<file path="src/rtl/wb_if.sv">
// Write-back stage bus: registered MEM/WB fields in, regfile write port and commit record out.
// The pipeline drives through the master modport; wb_stage attaches to the slave modport.
interface wb_if #(
  parameter int XLEN = 64
);
  logic [XLEN-1:0] wb_alu_result;
  logic [XLEN-1:0] wb_mem_data;
  logic            wb_mem_to_reg;
  logic            wb_mem_ext_un;
  logic [7:0]      wb_mem_byte_enable;
  logic            wb_rd_wena;
  logic [4:0]      wb_rd_waddr;
  logic [XLEN-1:0] wb_pc;
  logic [31:0]     wb_inst;
  logic            wb_csr_rena;
  logic            wb_csr_wena;
  logic [1:0]      wb_csr_op;
  logic [XLEN-1:0] wb_new_rs1_data;
  logic            rf_wena;
  logic [4:0]      rf_waddr;
  logic [XLEN-1:0] rf_wdata;
  logic            commit_valid;
  logic [XLEN-1:0] commit_pc;
  logic [31:0]     commit_inst;

  modport master (
    output wb_alu_result, wb_mem_data, wb_mem_to_reg, wb_mem_ext_un, wb_mem_byte_enable,
           wb_rd_wena, wb_rd_waddr, wb_pc, wb_inst, wb_csr_rena, wb_csr_wena, wb_csr_op,
           wb_new_rs1_data,
    input  rf_wena, rf_waddr, rf_wdata, commit_valid, commit_pc, commit_inst
  );

  modport slave (
    input  wb_alu_result, wb_mem_data, wb_mem_to_reg, wb_mem_ext_un, wb_mem_byte_enable,
           wb_rd_wena, wb_rd_waddr, wb_pc, wb_inst, wb_csr_rena, wb_csr_wena, wb_csr_op,
           wb_new_rs1_data,
    output rf_wena, rf_waddr, rf_wdata, commit_valid, commit_pc, commit_inst
  );
endinterface

</file>
<file path="src/rtl/wb_stage.sv">
// RV64 write-back stage: load extraction, GPR write-back select, machine CSR file, commit record.
// Define WB_COUNTERS_EN to implement mcycle/minstret; otherwise they read 0 and ignore writes.
module wb_stage #(
  parameter int              XLEN      = 64,
  parameter logic [XLEN-1:0] MTVEC_RST = '0
) (
  input logic clk,
  input logic rst,
  wb_if.slave wb
);
  localparam logic [11:0] CSR_MSTATUS  = 12'h300;
  localparam logic [11:0] CSR_MTVEC    = 12'h305;
  localparam logic [11:0] CSR_MSCRATCH = 12'h340;
  localparam logic [11:0] CSR_MEPC     = 12'h341;
  localparam logic [11:0] CSR_MCAUSE   = 12'h342;
  localparam logic [11:0] CSR_MCYCLE   = 12'hB00;
  localparam logic [11:0] CSR_MINSTRET = 12'hB02;

  logic            retire;
  logic [11:0]     csr_addr;
  logic            csr_we;
  logic [XLEN-1:0] csr_rdata;
  logic [XLEN-1:0] csr_wdata;

  logic [3:0]      ld_size;
  logic [2:0]      ld_shift;
  logic [XLEN-1:0] ld_field;
  logic [XLEN-1:0] ld_value;

  logic [XLEN-1:0] mstatus_q, mstatus_d;
  logic [XLEN-1:0] mtvec_q, mtvec_d;
  logic [XLEN-1:0] mscratch_q, mscratch_d;
  logic [XLEN-1:0] mepc_q, mepc_d;
  logic [XLEN-1:0] mcause_q, mcause_d;
`ifdef WB_COUNTERS_EN
  logic [XLEN-1:0] mcycle_q, mcycle_d;
  logic [XLEN-1:0] minstret_q, minstret_d;
`endif

  logic            commit_valid_q;
  logic [XLEN-1:0] commit_pc_q;
  logic [31:0]     commit_inst_q;

  assign retire   = (wb.wb_inst != 32'd0);
  assign csr_addr = wb.wb_inst[31:20];
  assign csr_we   = wb.wb_csr_wena & retire & (wb.wb_csr_op != 2'b00);

  // Only naturally aligned 1/2/4/8-byte lane groups are legal; anything else leaves size 0.
  always_comb begin
    ld_size  = 4'd0;
    ld_shift = 3'd0;
    for (int i = 0; i < 8; i++) begin
      if (wb.wb_mem_byte_enable == (8'h01 << i)) begin
        ld_size  = 4'd1;
        ld_shift = 3'(i);
      end
    end
    for (int i = 0; i < 4; i++) begin
      if (wb.wb_mem_byte_enable == (8'h03 << (2 * i))) begin
        ld_size  = 4'd2;
        ld_shift = 3'(2 * i);
      end
    end
    for (int i = 0; i < 2; i++) begin
      if (wb.wb_mem_byte_enable == (8'h0F << (4 * i))) begin
        ld_size  = 4'd4;
        ld_shift = 3'(4 * i);
      end
    end
    if (wb.wb_mem_byte_enable == 8'hFF) begin
      ld_size  = 4'd8;
      ld_shift = 3'd0;
    end
  end

  assign ld_field = wb.wb_mem_data >> {ld_shift, 3'b000};

  always_comb begin
    ld_value = '0;
    case (ld_size)
      4'd1: ld_value = {{(XLEN-8){ld_field[7] & ~wb.wb_mem_ext_un}}, ld_field[7:0]};
      4'd2: ld_value = {{(XLEN-16){ld_field[15] & ~wb.wb_mem_ext_un}}, ld_field[15:0]};
      4'd4: ld_value = {{(XLEN-32){ld_field[31] & ~wb.wb_mem_ext_un}}, ld_field[31:0]};
      4'd8: ld_value = ld_field;
      default: ld_value = '0;
    endcase
  end

  always_comb begin
    csr_rdata = '0;
    case (csr_addr)
      CSR_MSTATUS:  csr_rdata = mstatus_q;
      CSR_MTVEC:    csr_rdata = mtvec_q;
      CSR_MSCRATCH: csr_rdata = mscratch_q;
      CSR_MEPC:     csr_rdata = mepc_q;
      CSR_MCAUSE:   csr_rdata = mcause_q;
`ifdef WB_COUNTERS_EN
      CSR_MCYCLE:   csr_rdata = mcycle_q;
      CSR_MINSTRET: csr_rdata = minstret_q;
`endif
      default:      csr_rdata = '0;
    endcase
  end

  always_comb begin
    csr_wdata = csr_rdata;
    case (wb.wb_csr_op)
      2'b01:   csr_wdata = wb.wb_new_rs1_data;
      2'b10:   csr_wdata = csr_rdata | wb.wb_new_rs1_data;
      2'b11:   csr_wdata = csr_rdata & ~wb.wb_new_rs1_data;
      default: csr_wdata = csr_rdata;
    endcase
  end

  // Counter increments are the defaults; a CSR write to the same counter overrides them.
  always_comb begin
    mstatus_d  = mstatus_q;
    mtvec_d    = mtvec_q;
    mscratch_d = mscratch_q;
    mepc_d     = mepc_q;
    mcause_d   = mcause_q;
`ifdef WB_COUNTERS_EN
    mcycle_d   = mcycle_q + 1'b1;
    minstret_d = minstret_q + {{(XLEN-1){1'b0}}, retire};
`endif
    if (csr_we) begin
      case (csr_addr)
        CSR_MSTATUS:  mstatus_d  = csr_wdata;
        CSR_MTVEC:    mtvec_d    = csr_wdata;
        CSR_MSCRATCH: mscratch_d = csr_wdata;
        CSR_MEPC:     mepc_d     = csr_wdata;
        CSR_MCAUSE:   mcause_d   = csr_wdata;
`ifdef WB_COUNTERS_EN
        CSR_MCYCLE:   mcycle_d   = csr_wdata;
        CSR_MINSTRET: minstret_d = csr_wdata;
`endif
        default: ;
      endcase
    end
  end

  always_ff @(posedge clk or negedge rst) begin
    if (!rst) begin
      mstatus_q      <= '0;
      mtvec_q        <= MTVEC_RST;
      mscratch_q     <= '0;
      mepc_q         <= '0;
      mcause_q       <= '0;
`ifdef WB_COUNTERS_EN
      mcycle_q       <= '0;
      minstret_q     <= '0;
`endif
      commit_valid_q <= 1'b0;
      commit_pc_q    <= '0;
      commit_inst_q  <= '0;
    end else begin
      mstatus_q      <= mstatus_d;
      mtvec_q        <= mtvec_d;
      mscratch_q     <= mscratch_d;
      mepc_q         <= mepc_d;
      mcause_q       <= mcause_d;
`ifdef WB_COUNTERS_EN
      mcycle_q       <= mcycle_d;
      minstret_q     <= minstret_d;
`endif
      commit_valid_q <= retire;
      commit_pc_q    <= wb.wb_pc;
      commit_inst_q  <= wb.wb_inst;
    end
  end

  assign wb.rf_wena  = wb.wb_rd_wena & retire & (wb.wb_rd_waddr != 5'd0);
  assign wb.rf_waddr = wb.wb_rd_waddr;
  assign wb.rf_wdata = wb.wb_csr_rena   ? csr_rdata :
                       wb.wb_mem_to_reg ? ld_value  : wb.wb_alu_result;

  assign wb.commit_valid = commit_valid_q;
  assign wb.commit_pc    = commit_pc_q;
  assign wb.commit_inst  = commit_inst_q;
endmodule
</file>
<file path="src/flat_wrapper.sv">
// flat-port wrapper written by rule: the top's interface ports become plain ports
module wb_stage_flat 
#(
  parameter int              XLEN      = 64,
  parameter logic [XLEN-1:0] MTVEC_RST = '0
)
  (clk, rst, wb_wb_alu_result, wb_wb_mem_data, wb_wb_mem_to_reg, wb_wb_mem_ext_un, wb_wb_mem_byte_enable, wb_wb_rd_wena, wb_wb_rd_waddr, wb_wb_pc, wb_wb_inst, wb_wb_csr_rena, wb_wb_csr_wena, wb_wb_csr_op, wb_wb_new_rs1_data, wb_rf_wena, wb_rf_waddr, wb_rf_wdata, wb_commit_valid, wb_commit_pc, wb_commit_inst);
  wb_if #(.XLEN(XLEN)) wb_i ();
  input logic clk;
  input logic rst;
  input wire logic [$bits(wb_i.wb_alu_result)-1:0] wb_wb_alu_result;
  input wire logic [$bits(wb_i.wb_mem_data)-1:0] wb_wb_mem_data;
  input wire logic [$bits(wb_i.wb_mem_to_reg)-1:0] wb_wb_mem_to_reg;
  input wire logic [$bits(wb_i.wb_mem_ext_un)-1:0] wb_wb_mem_ext_un;
  input wire logic [$bits(wb_i.wb_mem_byte_enable)-1:0] wb_wb_mem_byte_enable;
  input wire logic [$bits(wb_i.wb_rd_wena)-1:0] wb_wb_rd_wena;
  input wire logic [$bits(wb_i.wb_rd_waddr)-1:0] wb_wb_rd_waddr;
  input wire logic [$bits(wb_i.wb_pc)-1:0] wb_wb_pc;
  input wire logic [$bits(wb_i.wb_inst)-1:0] wb_wb_inst;
  input wire logic [$bits(wb_i.wb_csr_rena)-1:0] wb_wb_csr_rena;
  input wire logic [$bits(wb_i.wb_csr_wena)-1:0] wb_wb_csr_wena;
  input wire logic [$bits(wb_i.wb_csr_op)-1:0] wb_wb_csr_op;
  input wire logic [$bits(wb_i.wb_new_rs1_data)-1:0] wb_wb_new_rs1_data;
  output wire logic [$bits(wb_i.rf_wena)-1:0] wb_rf_wena;
  output wire logic [$bits(wb_i.rf_waddr)-1:0] wb_rf_waddr;
  output wire logic [$bits(wb_i.rf_wdata)-1:0] wb_rf_wdata;
  output wire logic [$bits(wb_i.commit_valid)-1:0] wb_commit_valid;
  output wire logic [$bits(wb_i.commit_pc)-1:0] wb_commit_pc;
  output wire logic [$bits(wb_i.commit_inst)-1:0] wb_commit_inst;
  assign wb_i.wb_alu_result = wb_wb_alu_result;
  assign wb_i.wb_mem_data = wb_wb_mem_data;
  assign wb_i.wb_mem_to_reg = wb_wb_mem_to_reg;
  assign wb_i.wb_mem_ext_un = wb_wb_mem_ext_un;
  assign wb_i.wb_mem_byte_enable = wb_wb_mem_byte_enable;
  assign wb_i.wb_rd_wena = wb_wb_rd_wena;
  assign wb_i.wb_rd_waddr = wb_wb_rd_waddr;
  assign wb_i.wb_pc = wb_wb_pc;
  assign wb_i.wb_inst = wb_wb_inst;
  assign wb_i.wb_csr_rena = wb_wb_csr_rena;
  assign wb_i.wb_csr_wena = wb_wb_csr_wena;
  assign wb_i.wb_csr_op = wb_wb_csr_op;
  assign wb_i.wb_new_rs1_data = wb_wb_new_rs1_data;
  assign wb_rf_wena = wb_i.rf_wena;
  assign wb_rf_waddr = wb_i.rf_waddr;
  assign wb_rf_wdata = wb_i.rf_wdata;
  assign wb_commit_valid = wb_i.commit_valid;
  assign wb_commit_pc = wb_i.commit_pc;
  assign wb_commit_inst = wb_i.commit_inst;
  wb_stage #(.XLEN(XLEN), .MTVEC_RST(MTVEC_RST)) u_core (.clk(clk), .rst(rst), .wb(wb_i));
endmodule
</file>
<file path="config.mk">
export PLATFORM = sky130hd
export DESIGN_NAME = wb_stage_flat
export DESIGN_NICKNAME = d
export VERILOG_FILES = /design/src/rtl/wb_if.sv /design/src/rtl/wb_stage.sv /design/src/flat_wrapper.sv
export SDC_FILE = /design/constraint.sdc
export NUM_CORES = 1
export LEC_CHECK = 0
export CAP_MARGIN = 20
export CELL_PAD_IN_SITES_DETAIL_PLACEMENT = 1
export CELL_PAD_IN_SITES_GLOBAL_PLACEMENT = 2
export CORE_MARGIN = 4
export CORE_UTILIZATION = 28
export DETAILED_ROUTE_END_ITERATION = 7
export PLACE_DENSITY = 0.8
export SLEW_MARGIN = 20
export SYNTH_ARGS = -nofsm -noshare
export SYNTH_HDL_FRONTEND = slang
export SYNTH_SLANG_ARGS = --single-unit
</file>
<file path="constraint.sdc">
create_clock -name clk -period 3.6 [get_ports clk]
set_input_delay 0.72 -clock clk [delete_from_list [all_inputs] [get_ports clk]]
set_output_delay 0.72 -clock clk [all_outputs]
set_load 0.02 [all_outputs]
</file>
### Metal 3, run 1

Scale: 1.5 px per um.
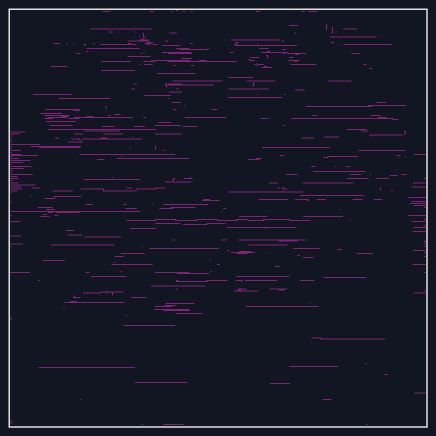
longest straight run: 86.2 um
wire length on this layer: 4430 um
share of all routed wire: 4.3%
nets with wire on the layer: 282
main direction: horizontal

### Routed metal per tile, run 1

Scale: 1.5 px per um. The die is cut into 28 by 28 equal tiles; black is low, pale yellow is high, scaled to the fullest tile. Values are wire area over tile area, all layers added.
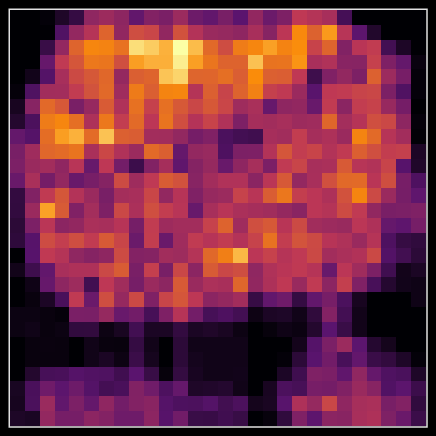
densest ninth of the die: top centre
tiles over half the peak: 26%
nearly empty tiles: 8.3%

### Clock network drawn from the DEF, run 1

Scale: 1.5 px per um.
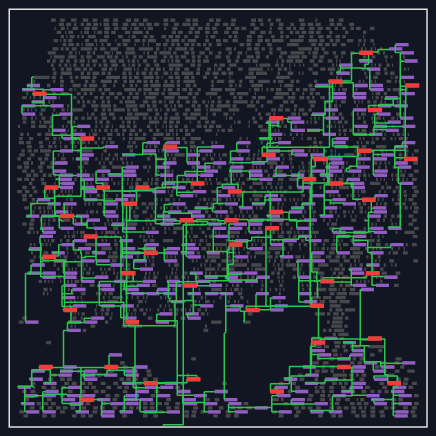
legend:
  green:
    item: clock wires
    length: 6280 um
  red:
    item: clock-net drivers
    count: 48
  purple:
    item: flip-flops
    count: 417
flops lie: widely spread
routed clock nets: 49

### Cell sizes after repair, run 1

Scale: 1.5 px per um.
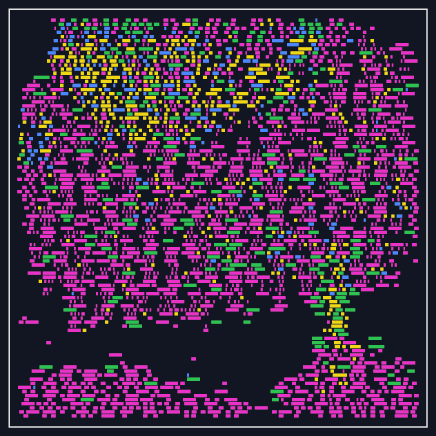
legend:
  yellow:
    size: x3 and x4
    cells: 423
    share: 14%
    most_used: buf_4
  blue:
    size: x2
    cells: 182
    share: 6.1%
    most_used: mux2_2
  green:
    size: x6 and larger
    cells: 230
    share: 7.8%
    most_used: buf_6
  magenta:
    size: x1 and smaller
    cells: 2127
    share: 72%
    most_used: nand2_1
Signal buffers: 904
Worst Setup Slack, final: -599 ps
Layout area overhead: 60.9%

==> flow_summary.ini, run 1 <==
; yosys + openroad results
[run_status]
outcome = complete, but fails checks
violations = setup timing

[routing]
vias = 21200
dr.first_iter.drc_count = 1850
wl_per_cell_um = 26.3
wirelength_um = 103000
viasPerCell = 5.42
dr.pass1.iters = 6
ant_nets = 0

[flow_run]
warnings = 29

[placement]
place.gp.congestion = 1.01
pre_cts_slack_ps = -1380
dp_hpwl_um = 74300
portBuffers = 476
dp_cells = 3754

[clock_network]
cts_resized = 501
clk_pin_slew_ps = 60
clock_latency_ps = 610
post_cts_buffers = 42
htreeDepth = 2
hold_buffers = 0

[yosys]
edf_count = 0
ys_cells = 2149
yosys-top-cells-area = dfrtp_1 51%, nand2_1 8.6%, o21ai_0 7.0%
ys_ff = 417
top_cells_by_count = 464 x nand2_1, 417 x dfrtp_1, 284 x o21ai_0, 127 x a22oi_1, 108 x a21oi_1
yosysUniqueCellTypes = 75
synth_top_cell_by_area = dfrtp_1
syn_area_sq_um = 20300
post-synth-top-area-fraction_pct = 51.3
avgSynthCellArea_sq_um = 9.46
ys_area_sq_um = 20300
ys_async_sr_fraction_pct = 100
synth_warnings = 0
top_cell = nand2_1

[pwr]
power.density_nw_per_um2 = 353
power.total_mw = 11.5
p_leak_nw = 14.4
seq_power_share_pct = 41.3
power_frac_comb_pct = 14.4
p_switching_mw = 2.96
p_int_mw = 8.58
ir_drop_uv = 362
p_sw_share_pct = 25.7
power_frac_clock_pct = 44.3

[global_route]
grtUsageTotal_pct = 25.3
grt_start_max_net_pins = 89
grt.overflow.total = 0
grt_pass1_vias = 22300
grt_pass1_wl_um = 150000

[finish]
final_nets = 3234
final-seq-area_sq_um = 10400
final_util_pct = 45.6
drive_gt1_share_pct = 28.2
stdcell_count = 3920
combGateArea_sq_um = 10200
fill_cells = 7925

[timing]
setup_violations = 64
slew_headroom_pct = 40.4
rsz0062_at_grt = true
drv_slew = 0
tightest_slew_ps = 891
setup_slack_ps = -599
period_needed_ps = 4200
period_used_pct = 117
hold_viol_final = 0
clock_skew_ps = 23.3

[setup_path]
worstPathArrival_ps = 3480
r2r-end = u_core.mstatus_q[26]$_DFFE_PN0P_
start_kind = input pin
r2r-start = u_core.mscratch_q[26]$_DFFE_PN0P_
crit_type = input pin to primary output
r2r_setup_slack_ps = 1560
required_ps = 2880
reg2reg_depth = 6
cp_max_fo = 6
endpoint_kind = primary output

[die]
boundaryPins = 477
fp.dieW_um = 277
die_y_um = 277
fp_util_pct = 28.3
core-area_sq_um = 71700
rows = 98
dieArea_sq_um = 77000

[hold_path]
hold_class = input pin to async pin
## run 1: per-layer routing
layer,GRT usage [%],part of all wire (%)
met3,2.85,4.3
met2,43.4,49
met4,9.13,4.0
met5,0,0
met1,33.2,42
## run 1: state kept, by name (all words and copies together), names as in the netlist
signal and cells:
u_core.mcause_q 64, u_core.mepc_q 64, u_core.mscratch_q 64, u_core.mstatus_q 64, u_core.mtvec_q 64, u_core.wb.commit_inst 32
u_core.wb.commit_pc 64, u_core.wb.commit_valid 1
## run 1: power by group through the flow
| stage | clock (mW) | sequential [mW] | combinational (mW) |
|---|---|---|---|
| after floorplan | 0 | 4.93 | 0.422 |
| after global placement | 0 | 4.85 | 1.51 |
| after detailed placement | 0 | 4.86 | 1.53 |
| after CTS | 5.26 | 4.77 | 1.60 |
| after global routing | 5.46 | 4.77 | 1.75 |
| final | 5.11 | 4.77 | 1.66 |
## run 1: worst min path at each step
stage / end / slack, ps / startpoint / cells after the start
3_3_place_gp: u_core.mscratch_q[27]$_DFFE_PN0P_ / 460 / u_core.mscratch_q[27]$_DFFE_PN0P_ / 2
6_report: u_core.wb.commit_inst[10]$_DFF_PN0_ / 120 / rst / 1
4_1_cts: u_core.wb.commit_inst[10]$_DFF_PN0_ / 160 / rst / 1
5_1_grt: u_core.wb.commit_inst[10]$_DFF_PN0_ / 180 / rst / 1
3_5_place_dp: u_core.mcause_q[21]$_DFFE_PN0P_ / 470 / u_core.mcause_q[21]$_DFFE_PN0P_ / 2
2_1_floorplan: u_core.mcause_q[0]$_DFFE_PN0P_ / 420 / rst / 0
## run 1: cell type report
type                       count  share of cell area [%]
clock buffer                  72                    4.44
timing repair buffer         904                    27.9
sequential                   417                    31.9
inverter                       8                   0.119
tap                          950                    3.63
antenna                        8                  0.0612
multi-input combinational   1545                    31.3
clock inverter                16                   0.597
## run 1: placed cells by master (no fill, tap or decap), types with 37 or more instances in the layout
cell               n
buf_6             77
a22oi_1          121
nand2_1          446
dfrtp_1          417
buf_12            70
a21oi_1           90
clkbuf_16         53
o21ai_0          275
nor2_1            81
a222oi_1          60
buf_4            329
clkdlybuf4s50_1  388
o21ai_1           63
mux2_2            37
## run 1: worst max-delay path, cell delays in order
cell	delay, ps
buf_8	100
buf_6	120
or4b_4	490
buf_6	140
o311a_4	120
o221a_1	260
a2111o_1	460
o2111ai_4	160
o311ai_4	140
buf_6	180
buf_16	150
buf_6	110
a21oi_2	110
o21ai_2	70
buf_6	140
## run 1: cells by family (layout without fill, tap and decap cells)
logic type      count (synthesis)  in the layout  share of synthesized area [%]
flops                         417            417                           51.3
xor+xnor                        5              5                          0.215
mux                            88             88                           5.51
other cells                     0              8                              0
simple gates                  662            662                           14.1
compound gates                790            790                           24.8
buf+inv                       187           1000                           4.11
## run 1: through the flow
step / area, sq um / setup TNS [ps] / hold WS (ps)
floorplan: 20500 / -345 / 424
global placement: 29200 / -89230 / 460
detailed placement: 29200 / -108860 / 469
CTS: 32000 / -28380 / 160
global route: 32700 / -33310 / 179
finish: 32700 / -29950 / 125
### Clock nets, run 1

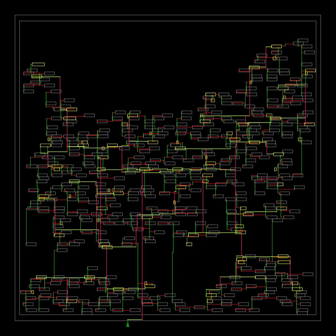

--- run 2 (diff from run 1) ---
CAP_MARGIN = 30   (was 20)
CORE_MARGIN = 3   (was 4)
### Clock nets, run 2

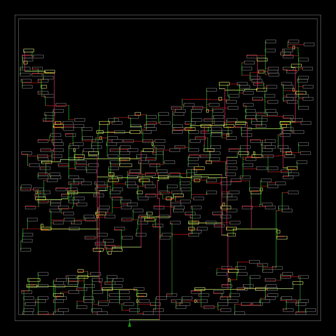
Clock Skew: 20.7 ps
FF+latch count: 417

### Metal 3, run 2

Scale: 1.5 px per um.
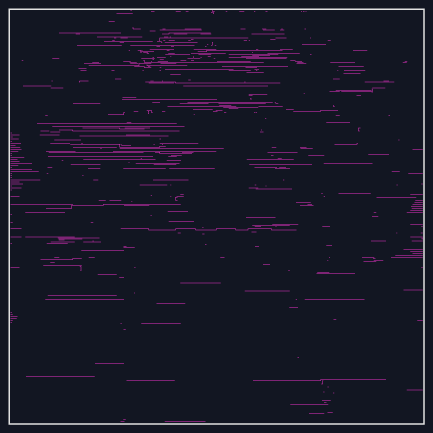
wire length on this layer: 5150 um
main direction: horizontal
longest straight run: 92.9 um
share of all routed wire: 5.0%
DR vias: 21.2k
GR met3 Demand/Resource: 4.02%
Post-Route WL: 102000 um

==> run 2 against run 1 <==
- the flow still finishes with violations (setup timing)
- setup slack worse by 30 ps
- final cell count grew 0.31%
- wire length fell by 0.82%
- critical path type unchanged
- critical endpoint is now wb_rf_wdata[24]
- highest routed layer is now met5
==> flow_summary.ini, run 2 <==
; yosys + openroad results
[placement]
dp_hpwl_um = 73700
pre_cts_slack_ps = -1300
portBuffers = 476
dpl_cell_area_sq_um = 29300
dp_cells = 3754
place.gp.congestion = 0.972

[routing]
dr.first_iter.drc_count = 1675
dr.pass1.iters = 7
ant_nets = 0
viasPerCell = 5.40
wl_per_cell_um = 26.0

[setup_path]
worstPathArrival_ps = 3510
max_stage_delay_ps = 450
cp_max_fo = 8
cp_num_buf_inv = 7
required_ps = 2880
crit_chain = buf_12 > buf_4 > buf_4 > o21a_1 > a211oi_1 > o21ai_1 > a311oi_2 > nor2_2 > nor3_4 > buf_6 > o21ai_4 > buf_6 > buf_12 > o211ai_1 > buf_4
cp_slowest_cell = nor3_4
start_kind = input pin
path_delay_family = AND-OR/OR-AND gates
endpoint_kind = primary output
crit_top_cell = buf_4
crit_type = input pin to primary output

[finish]
final_common_cell = nand2_1
final_nets = 3244
fill_cells = 7862
final_cell_mix = 446 x nand2_1, 417 x dfrtp_1, 389 x clkdlybuf4s50_1
stdcell_count = 3932
syn_to_final_growth_pct = 61.1
finish.instance_area_sq_um = 32700

[yosys]
syn_area_sq_um = 20300
topCombFamilyByArea = AND-OR/OR-AND gates
fa_ha_area_share_pct = 0
xor_area_share_pct = 0.215
synthSimpleGateAreaFrac_pct = 14.1
edf_count = 0
ys_cells = 2149
synth_top_cell_by_area = dfrtp_1
aoi_share_pct = 24.8
top_cells_by_count = 464 x nand2_1, 417 x dfrtp_1, 284 x o21ai_0, 127 x a22oi_1, 108 x a21oi_1
ys_area_sq_um = 20300
ys_ff = 417
synthMuxAreaShare_pct = 5.51
yosysUniqueCellTypes = 75
top_cell = nand2_1
avgSynthCellArea_sq_um = 9.46
post-synth-top-area-fraction_pct = 51.3
ys_async_sr_fraction_pct = 100
yosys-top-cells-area = dfrtp_1 51%, nand2_1 8.6%, o21ai_0 7.0%

[die]
fp_util_pct = 28.3
dieArea_sq_um = 75900
die_y_um = 275
rows = 98
boundaryPins = 477
fp.dieW_um = 275
core-area_sq_um = 71700

[pwr]
p_leak_nw = 14.4
power.total_mw = 11.5
ir_drop_uv = 374
power.density_nw_per_um2 = 351

[global_route]
grt_start_max_net_pins = 90
grt_pass1_wl_um = 148000
grt.overflow.total = 0
grt_pass1_vias = 22500
grtUsageTotal_pct = 26.0

[run_status]
outcome = complete, but fails checks
violations = setup timing

[timing]
slew_headroom_pct = 35.8
rsz0062_at_grt = true
period_used_pct = 117
setup_slack_ps = -630
tightest_slew_ps = 960
setup_violations = 64
hold_viol_final = 0
drv_slew = 0
period_needed_ps = 4230
fin_setup_tns_ps = -30090

[clock_network]
hold_buffers = 0
clk_pin_slew_ps = 60
htreeDepth = 2
clock_latency_ps = 600

[hold_path]
hold_class = input pin to async pin

[flow_run]
maxCapViolations = 0
warnings = 29
### Routed metal per tile, run 2

Scale: 1.5 px per um. The die is cut into 28 by 28 equal tiles; black is low, pale yellow is high, scaled to the fullest tile. Values are wire area over tile area, all layers added.
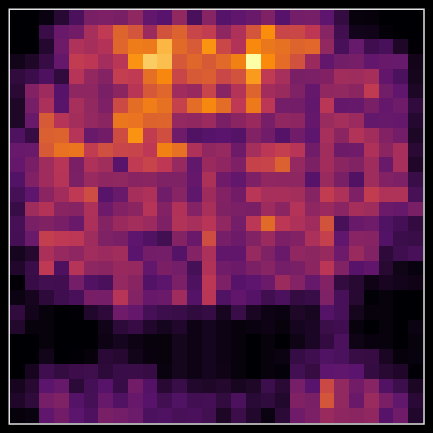
densest ninth of the die: top centre
mean over tiles: 0.22
fullest tile: 0.73

## run 2: cell counts after synthesis
No cell type changed its count.
## run 2: stage by stage
step                utilization [%]  hold slack [ps]
floorplan                         -              424
global placement               40.8              460
detailed placement             40.8              471
CTS                            44.8              163
global route                   45.6              184
finish                         45.7              149
## run 2: worst register-to-register path: stages (launching register included)
cell	delay (ps)
dfrtp_1	390
a222oi_1	440
nand2_2	210
buf_4	190
buf_4	120
mux2_2	260
o21bai_1	300
o21ai_0	180
## run 2: kinds of logic after synthesis
| kind of cell | Yosys count |
|---|---|
| buf+inv | 187 |
| simple gates | 662 |
| mux | 88 |
| xor+xnor | 5 |
| flops | 417 |
| compound gates | 790 |
## run 2: cell type report
cell class	instances	area, sq um	share of cell area (%)
Antenna cell	11	27.5	0.0841
Clock buffer	73	1480	4.51
Clock inverter	15	164	0.501
Inverter	8	36.3	0.111
Multi-Input combinational cell	1545	10200	31.2
Sequential cell	417	10400	31.9
Tap cell	950	1190	3.63
Timing Repair Buffer	913	9200	28.1
## run 2: timing repair
action                     in CTS  in global routing
gates cloned                   10                  0
setup buffers                  60                 26
setup endpoints to repair      65                 65
resized                       523                122
pin swaps                      53                 40
## run 2: worst paths after layout
path / start / end / slack, ps / cells past startpoint
max in group asynchronous: rst / u_core.wb.commit_pc[22]$_DFF_PN0_ / 2360 / 2
min in group clk: wb_wb_inst[20] / u_core.wb.commit_inst[20]$_DFF_PN0_ / 300 / 1
setup reg to reg: u_core.mcause_q[31]$_DFFE_PN0P_ / u_core.mstatus_q[31]$_DFFE_PN0P_ / 1370 / 7
hold / removal: rst / u_core.wb.commit_inst[18]$_DFF_PN0_ / 150 / 1
hold reg to reg: u_core.mcause_q[23]$_DFFE_PN0P_ / u_core.mcause_q[23]$_DFFE_PN0P_ / 480 / 2
setup / recovery: wb_wb_mem_byte_enable[7] / wb_rf_wdata[24] / -630 / 15
## run 2: metal layers
metal / track usage, % / part of all wire [%]
met1: 32.9 / 41
met2: 44.3 / 50
met3: 4.02 / 5.0
met4: 10.5 / 4.1
met5: 0 / 0.026
## run 2: report_power, final
part           internal, mW  total (mW)  switching [mW]
combinational         0.804        1.65           0.843
sequential             4.75        4.77          0.0215
clock                  2.99        5.09            2.10
--- run 3 (diff from run 2) ---
CAP_MARGIN = 20   (was 30)
### Routed metal per tile, run 3

Scale: 1.5 px per um. The die is cut into 28 by 28 equal tiles; black is low, pale yellow is high, scaled to the fullest tile. Values are wire area over tile area, all layers added.
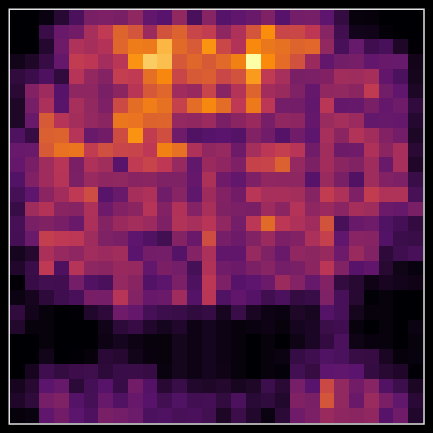
densest ninth of the die: top centre
mean over tiles: 0.22
tiles over half the peak: 13%
fullest tile: 0.73

### Metal 3, run 3

Scale: 1.5 px per um.
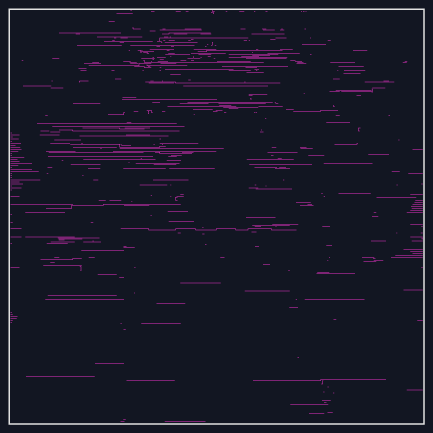
main direction: horizontal
longest straight run: 92.9 um
nets with wire on the layer: 301

==> run 3 against run 2 <==
- the run still ends with setup timing left
- first-iteration DRC count unchanged
- clock-buffer cell count unchanged
- synthesized area unchanged
- core utilization unchanged
- via count unchanged
- wire length unchanged
==> flow_summary.ini, run 3 <==
; yosys + openroad results
[finish]
syn_to_final_growth_pct = 61.1
fill_cells = 7862
final_common_cell = nand2_1
final_cell_mix = 446 x nand2_1, 417 x dfrtp_1, 389 x clkdlybuf4s50_1
drive_gt1_share_pct = 27.9
final_util_pct = 45.7

[timing]
period_needed_ps = 4230
slew_headroom_pct = 35.8
drv_slew = 0
setup_violations = 64
setup_slack_ps = -630
period_used_pct = 117
fin_setup_tns_ps = -30090
clock_skew_ps = 20.7
rsz0062_at_grt = true

[yosys]
top_cell = nand2_1
synth_warnings = 0
ys_area_sq_um = 20300
ys_async_sr_fraction_pct = 100
yosys-top-cells-area = dfrtp_1 51%, nand2_1 8.6%, o21ai_0 7.0%
ys_ff = 417
ys_cells = 2149
syn_area_sq_um = 20300
avgSynthCellArea_sq_um = 9.46
top_cells_by_count = 464 x nand2_1, 417 x dfrtp_1, 284 x o21ai_0, 127 x a22oi_1, 108 x a21oi_1
yosysUniqueCellTypes = 75
post-synth-top-area-fraction_pct = 51.3
synth_top_cell_by_area = dfrtp_1

[routing]
ant_nets = 0
wl_per_cell_um = 26.0
wirelength_um = 102000
vias = 21200
dr.first_iter.drc_count = 1675
dr.pass1.iters = 7

[placement]
portBuffers = 476

[setup_path]
r2r-start = u_core.mcause_q[31]$_DFFE_PN0P_
required_ps = 2880
r2r-end = u_core.mstatus_q[31]$_DFFE_PN0P_
endpoint_kind = primary output
max_stage_delay_ps = 450
crit_chain = buf_12 > buf_4 > buf_4 > o21a_1 > a211oi_1 > o21ai_1 > a311oi_2 > nor2_2 > nor3_4 > buf_6 > o21ai_4 > buf_6 > buf_12 > o211ai_1 > buf_4
crit_type = input pin to primary output
start_kind = input pin
worstPathArrival_ps = 3510
reg2reg_depth = 7
cp_max_fo = 8
r2r_setup_slack_ps = 1370
cp_num_buf_inv = 7
crit_top_cell = buf_4
cp_slowest_cell = nor3_4

[pwr]
ir_drop_uv = 374
p_leak_nw = 14.4
power.density_nw_per_um2 = 351

[global_route]
grt_pass1_vias = 22500
grtUsageTotal_pct = 26.0
grt_pass1_wl_um = 148000
grt_start_max_net_pins = 90

[run_status]
violations = setup timing
outcome = complete, but fails checks

[die]
die_y_um = 275
core-area_sq_um = 71700
fp_util_pct = 28.3
fp.dieW_um = 275
boundaryPins = 477
rows = 98

[clock_network]
htreeDepth = 2
hold_buffers = 0
clock_latency_ps = 600
clk_pin_slew_ps = 60

[flow_run]
maxCapViolations = 0
warnings = 29
### Clock nets, run 3

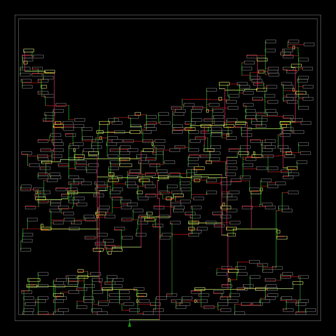
P_clk: 5.09 mW
clock sink count: 417

run 3: cell counts in the layout (fill, tap and decap cells not counted):
No cell type changed its count.
run 3: per-layer routing:
layer / part of all wire (%) / GRT usage, %
met1: 41 / 32.9
met2: 50 / 44.3
met3: 5.0 / 4.02
met4: 4.1 / 10.5
met5: 0.026 / 0
run 3: power by group:
| group | switching, mW | leakage, nW | internal, mW | total, mW |
|---|---|---|---|---|
| Combinational | 0.843 | 7.95 | 0.804 | 1.65 |
| Sequential | 0.0215 | 5.60 | 4.75 | 4.77 |
| Clock | 2.10 | 0.809 | 2.99 | 5.09 |
run 3: worst max path at each step:
stage / startpoint / endpoint / slack (ps) / cells after the start
6_report: wb_wb_mem_byte_enable[7] / wb_rf_wdata[24] / -630 / 15
5_1_grt: wb_wb_mem_byte_enable[7] / wb_rf_wdata[24] / -700 / 15
4_1_cts: wb_wb_mem_byte_enable[5] / wb_rf_wdata[63] / -560 / 15
3_5_place_dp: wb_wb_mem_byte_enable[7] / wb_rf_wdata[11] / -1300 / 12
3_3_place_gp: wb_wb_mem_byte_enable[7] / wb_rf_wdata[9] / -1250 / 12
2_1_floorplan: wb_wb_mem_byte_enable[4] / wb_rf_wdata[17] / -30 / 11
run 3: worst register-to-register path: stages (launching register included):
cell	delay, ps
dfrtp_1	390
a222oi_1	440
nand2_2	210
buf_4	190
buf_4	120
mux2_2	260
o21bai_1	300
o21ai_0	180
run 3: cell type report:
| cell class | instances | area [sq um] | share of cell area, % |
|---|---|---|---|
| clock inverters | 15 | 164 | 0.501 |
| inverters | 8 | 36.3 | 0.111 |
| diodes | 11 | 27.5 | 0.0841 |
| multi-input cells | 1545 | 10200 | 31.2 |
| clock buffers | 73 | 1480 | 4.51 |
| repair buffers | 913 | 9200 | 28.1 |
| flip-flops and latches | 417 | 10400 | 31.9 |
| well taps | 950 | 1190 | 3.63 |
run 3: cells by family after synthesis:
kind of cell,synth area share [%]
compound gates,24.8
simple gates,14.1
flops,51.3
buf+inv,4.11
mux,5.51
xor+xnor,0.215
run 3: what timing repair did:
item / CTS / global route
pin swaps: 53 / 40
cloned: 10 / 0
gates resized: 523 / 122
setup endpoints to repair: 65 / 65
buffers inserted: 60 / 26
run 3: stage by stage:
step / instance area [sq um] / cells / setup slack, ps / hold WS, ps / power (mW)
3_5_place_dp: 29300 / 3754 / -1300 / 471 / 6.38
2_1_floorplan: 20500 / 2149 / -34.3 / 424 / 5.35
6_report: 32700 / 3932 / -630 / 149 / 11.5
5_1_grt: 32700 / 3930 / -703 / 184 / 11.9
3_3_place_gp: 29300 / 3754 / -1250 / 460 / 6.35
4_1_cts: 32100 / 3908 / -563 / 163 / 11.6
No activity file was given, so power comes from the tool's default toggle rates.
